Figure 1. Routed clock nets over the placement.
Bar = 20 um.
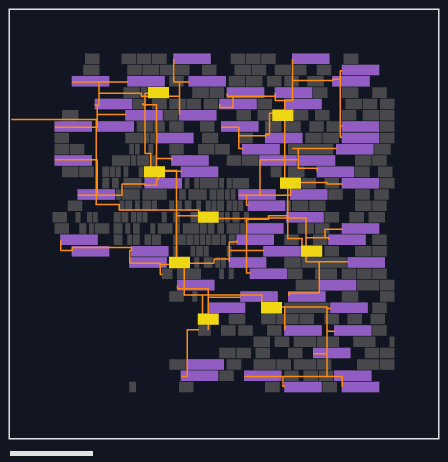
Figure 2. Cell placement.
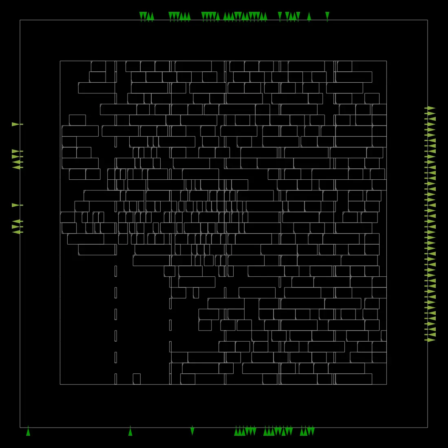
<file path="src/rtl/lc3_mem_ctrl_if.sv">
// lc3_mem_ctrl_if: memory-side bus between lc3_mem_ctrl (master) and lc3_ram (slave)
interface lc3_mem_ctrl_if #(
   parameter int DATA_WIDTH = 16,
   parameter int ADDR_WIDTH = 16
);
   logic                  mem_cs;
   logic                  mem_r_w;
   logic [ADDR_WIDTH-1:0] mem_addr;
   logic [DATA_WIDTH-1:0] mem_data_in;
   logic [DATA_WIDTH-1:0] mem_data_out;
   logic                  mem_ready;
   modport master (output mem_cs, mem_r_w, mem_addr, mem_data_in, input mem_data_out, mem_ready);
   modport slave (input mem_cs, mem_r_w, mem_addr, mem_data_in, output mem_data_out, mem_ready);
endinterface

</file>
<file path="src/rtl/lc3_mem_ctrl.sv">
// lc3_mem_ctrl: LC-3 MAR/MDR access initiator with timeout; user-mode ACV checking under LC3_ACV_EN
module lc3_mem_ctrl #(
   parameter int DATA_WIDTH = 16,
   parameter int ADDR_WIDTH = 16,
   parameter int TIMEOUT    = 15
) (
   input  logic                  clk,
   input  logic                  rst_n,
   input  logic                  req,
   input  logic                  we,
   input  logic [ADDR_WIDTH-1:0] mar_in,
   input  logic [DATA_WIDTH-1:0] mdr_in,
   input  logic                  user_mode,
   output logic                  busy,
   output logic                  done,
   output logic [DATA_WIDTH-1:0] mdr_out,
   output logic                  err_timeout,
   output logic                  acv,
   lc3_mem_ctrl_if.master        bus
);
`ifdef LC3_ACV_EN
   localparam bit ACV_ON = 1'b1;
`else
   localparam bit ACV_ON = 1'b0;
`endif
   localparam logic [7:0] CNT_MAX = 8'(TIMEOUT - 1);
   typedef enum logic [1:0] {RESYNC, IDLE, ACCESS, RELEASE} state_t;
   state_t                state_q, state_d;
   logic [7:0]            cnt_q, cnt_d;
   logic                  busy_q, busy_d, done_q, done_d, err_q, err_d, acv_q, acv_d;
   logic                  cs_q, cs_d, rw_q, rw_d;
   logic [ADDR_WIDTH-1:0] addr_q, addr_d;
   logic [DATA_WIDTH-1:0] wdata_q, wdata_d, mdr_q, mdr_d;
   logic                  viol;
   assign viol = ACV_ON && user_mode &&
                 (mar_in < ADDR_WIDTH'(16'h3000) || mar_in >= ADDR_WIDTH'(16'hFE00));
   always_comb begin
      state_d = state_q;
      cnt_d   = cnt_q;
      busy_d  = busy_q;
      done_d  = 1'b0;
      err_d   = err_q;
      acv_d   = acv_q;
      cs_d    = cs_q;
      rw_d    = rw_q;
      addr_d  = addr_q;
      wdata_d = wdata_q;
      mdr_d   = mdr_q;
      case (state_q)
         RESYNC: begin
            busy_d  = bus.mem_ready;
            state_d = bus.mem_ready ? RESYNC : IDLE;
         end
         IDLE: if (req) begin
            err_d   = 1'b0;
            acv_d   = viol;
            done_d  = viol;
            busy_d  = 1'b1;
            cnt_d   = '0;
            state_d = viol ? RELEASE : ACCESS;
            cs_d    = !viol;
            rw_d    = !viol && we;
            addr_d  = viol ? addr_q : mar_in;
            wdata_d = viol ? wdata_q : mdr_in;
         end
         ACCESS: begin
            // ready arriving on the expiry cycle still counts as success
            if (bus.mem_ready || cnt_q == CNT_MAX) begin
               mdr_d   = (bus.mem_ready && !rw_q) ? bus.mem_data_out : mdr_q;
               err_d   = !bus.mem_ready;
               cs_d    = 1'b0;
               rw_d    = 1'b0;
               done_d  = 1'b1;
               cnt_d   = '0;
               state_d = RELEASE;
            end else begin
               cnt_d = cnt_q + 8'd1;
            end
         end
         RELEASE: begin
            if (!bus.mem_ready) begin
               busy_d  = 1'b0;
               state_d = IDLE;
            end else if (cnt_q == CNT_MAX) begin
               err_d   = 1'b1;
               state_d = RESYNC;
            end else begin
               cnt_d = cnt_q + 8'd1;
            end
         end
         default: state_d = RESYNC;
      endcase
   end
   always_ff @(posedge clk or negedge rst_n) begin
      if (!rst_n) begin
         state_q <= RESYNC;
         cnt_q   <= '0;
         busy_q  <= 1'b0;
         done_q  <= 1'b0;
         err_q   <= 1'b0;
         acv_q   <= 1'b0;
         cs_q    <= 1'b0;
         rw_q    <= 1'b0;
         addr_q  <= '0;
         wdata_q <= '0;
         mdr_q   <= '0;
      end else begin
         state_q <= state_d;
         cnt_q   <= cnt_d;
         busy_q  <= busy_d;
         done_q  <= done_d;
         err_q   <= err_d;
         acv_q   <= acv_d;
         cs_q    <= cs_d;
         rw_q    <= rw_d;
         addr_q  <= addr_d;
         wdata_q <= wdata_d;
         mdr_q   <= mdr_d;
      end
   end
   assign busy            = busy_q;
   assign done            = done_q;
   assign err_timeout     = err_q;
   assign acv             = acv_q;
   assign mdr_out         = mdr_q;
   assign bus.mem_cs      = cs_q;
   assign bus.mem_r_w     = rw_q;
   assign bus.mem_addr    = addr_q;
   assign bus.mem_data_in = wdata_q;
endmodule

</file>
<file path="src/flat_wrapper.sv">
// flat-port wrapper written by rule: the top's interface ports become plain ports
module lc3_mem_ctrl_flat 
#(
   parameter int DATA_WIDTH = 16,
   parameter int ADDR_WIDTH = 16,
   parameter int TIMEOUT    = 15
)
  (clk, rst_n, req, we, mar_in, mdr_in, user_mode, busy, done, mdr_out, err_timeout, acv, bus_mem_cs, bus_mem_r_w, bus_mem_addr, bus_mem_data_in, bus_mem_data_out, bus_mem_ready);
  lc3_mem_ctrl_if #(.DATA_WIDTH(DATA_WIDTH), .ADDR_WIDTH(ADDR_WIDTH)) bus_i ();
  input  logic clk;
  input  logic rst_n;
  input  logic req;
  input  logic we;
  input  logic [ADDR_WIDTH-1:0] mar_in;
  input  logic [DATA_WIDTH-1:0] mdr_in;
  input  logic user_mode;
  output logic busy;
  output logic done;
  output logic [DATA_WIDTH-1:0] mdr_out;
  output logic err_timeout;
  output logic acv;
  output wire logic [$bits(bus_i.mem_cs)-1:0] bus_mem_cs;
  output wire logic [$bits(bus_i.mem_r_w)-1:0] bus_mem_r_w;
  output wire logic [$bits(bus_i.mem_addr)-1:0] bus_mem_addr;
  output wire logic [$bits(bus_i.mem_data_in)-1:0] bus_mem_data_in;
  input wire logic [$bits(bus_i.mem_data_out)-1:0] bus_mem_data_out;
  input wire logic [$bits(bus_i.mem_ready)-1:0] bus_mem_ready;
  assign bus_mem_cs = bus_i.mem_cs;
  assign bus_mem_r_w = bus_i.mem_r_w;
  assign bus_mem_addr = bus_i.mem_addr;
  assign bus_mem_data_in = bus_i.mem_data_in;
  assign bus_i.mem_data_out = bus_mem_data_out;
  assign bus_i.mem_ready = bus_mem_ready;
  lc3_mem_ctrl #(.DATA_WIDTH(DATA_WIDTH), .ADDR_WIDTH(ADDR_WIDTH), .TIMEOUT(TIMEOUT)) u_core (.clk(clk), .rst_n(rst_n), .req(req), .we(we), .mar_in(mar_in), .mdr_in(mdr_in), .user_mode(user_mode), .busy(busy), .done(done), .mdr_out(mdr_out), .err_timeout(err_timeout), .acv(acv), .bus(bus_i));
endmodule
</file>
<file path="config.mk">
export PLATFORM = sky130hd
export DESIGN_NAME = lc3_mem_ctrl_flat
export DESIGN_NICKNAME = d
export VERILOG_FILES = /design/src/rtl/lc3_mem_ctrl_if.sv /design/src/rtl/lc3_mem_ctrl.sv /design/src/flat_wrapper.sv
export SDC_FILE = /design/constraint.sdc
export NUM_CORES = 1
export LEC_CHECK = 0
export ABC_AREA = 1
export CAP_MARGIN = 15
export CORE_MARGIN = 10
export CORE_UTILIZATION = 40
export DETAILED_ROUTE_END_ITERATION = 16
export PLACE_DENSITY = 0.8
export SETUP_SLACK_MARGIN = 0.5
export SLEW_MARGIN = 20
export SYNTH_ARGS = -nofsm -noshare
export SYNTH_HDL_FRONTEND = slang
export SYNTH_SLANG_ARGS = --single-unit
</file>
<file path="constraint.sdc">
create_clock -name clk -period 4.3 [get_ports clk]
set_input_delay 0.86 -clock clk [delete_from_list [all_inputs] [get_ports clk]]
set_output_delay 0.86 -clock clk [all_outputs]
set_load 0.05 [all_outputs]
</file>
==> flow_summary.html <==
<h3>Run summary</h3>
<table>
<tr><th>Metric</th><th>Value</th></tr>
<tr><th colspan="2">Synthesis</th></tr>
<tr><td>Number of warnings reported in the yosys synthesis log</td><td>0</td></tr>
<tr><td>Average cell area after synthesis</td><td>12.4 sq um</td></tr>
<tr><td>Number of synthesized flops with an enable pin</td><td>0</td></tr>
<tr><td>Post-Synthesis Cell Area</td><td>2740 sq um</td></tr>
<tr><td>Synthesized-area fraction occupied by xor and xnor cells</td><td>0%</td></tr>
<tr><td>Post-synthesis sequential element count</td><td>63</td></tr>
<tr><td>Number of nets in the synthesized netlist</td><td>281</td></tr>
<tr><th colspan="2">STA</th></tr>
<tr><td>Highest Clock Rate</td><td>416 MHz</td></tr>
<tr><td>Measured slew at the worst slew-check pin</td><td>0.797 ns</td></tr>
<tr><th colspan="2">Detailed routing</th></tr>
<tr><td>Total length of routed met2 wires</td><td>3.19 mm</td></tr>
<tr><td>Residual DRC count</td><td>0</td></tr>
<tr><td>Number of vias in the routed layout</td><td>1988</td></tr>
<tr><th colspan="2">Critical path</th></tr>
<tr><td>Crit Path Category</td><td>reg -&gt; out</td></tr>
<tr><td>Combined buffer and inverter count along the critical path</td><td>1</td></tr>
<tr><td>CP max FO</td><td>3</td></tr>
<tr><th colspan="2">Cells and area</th></tr>
<tr><td>Register area</td><td>1580 sq um</td></tr>
<tr><td>Antenna Diode Count</td><td>0</td></tr>
<tr><th colspan="2">Run status</th></tr>
<tr><td>Result of the run</td><td>completed</td></tr>
<tr><th colspan="2">Flow run</th></tr>
<tr><td>Number of logged tool warnings</td><td>31</td></tr>
<tr><th colspan="2">Floorplanning</th></tr>
<tr><td>Die height</td><td>103 um</td></tr>
</table>
Notes on Figure 1 above:
[yellow] cells driving clock nets | count: 9
[purple] flip-flops | count: 63
[orange] clock wires | length: 806 um
routed clock nets: 10

Notes on Figure 2 above:
registers: 63
final non-filler cell total: 419
core area: 6720 sq um
share of the core filled with cells in the final layout: 61.2%

## worst min-delay path, stage by stage (launching register included)
cell	delay [ns]
sky130_fd_sc_hd__dfrtp_1	0.34
sky130_fd_sc_hd__nand2_1	0.05
sky130_fd_sc_hd__nand2_1	0.05
## where the power goes
| group | internal (mW) | switching, mW | total, mW |
|---|---|---|---|
| clock | 0.387 | 0.237 | 0.624 |
| sequential | 0.863 | 0.142 | 1.01 |
| combinational | 0.802 | 1.35 | 2.15 |
## worst min path at each step
stage / endpoint / slack (ns)
CTS: u_core.bus.mem_cs / 0.48
detailed placement: u_core.bus.mem_cs / 0.47
floorplan: u_core.cnt_q[0] / 0.49
global route: u_core.bus.mem_addr[15] / 0.52
finish: u_core.bus.mem_cs / 0.48
global placement: u_core.bus.mem_cs / 0.46
Power is estimated from default activity; no workload was simulated.
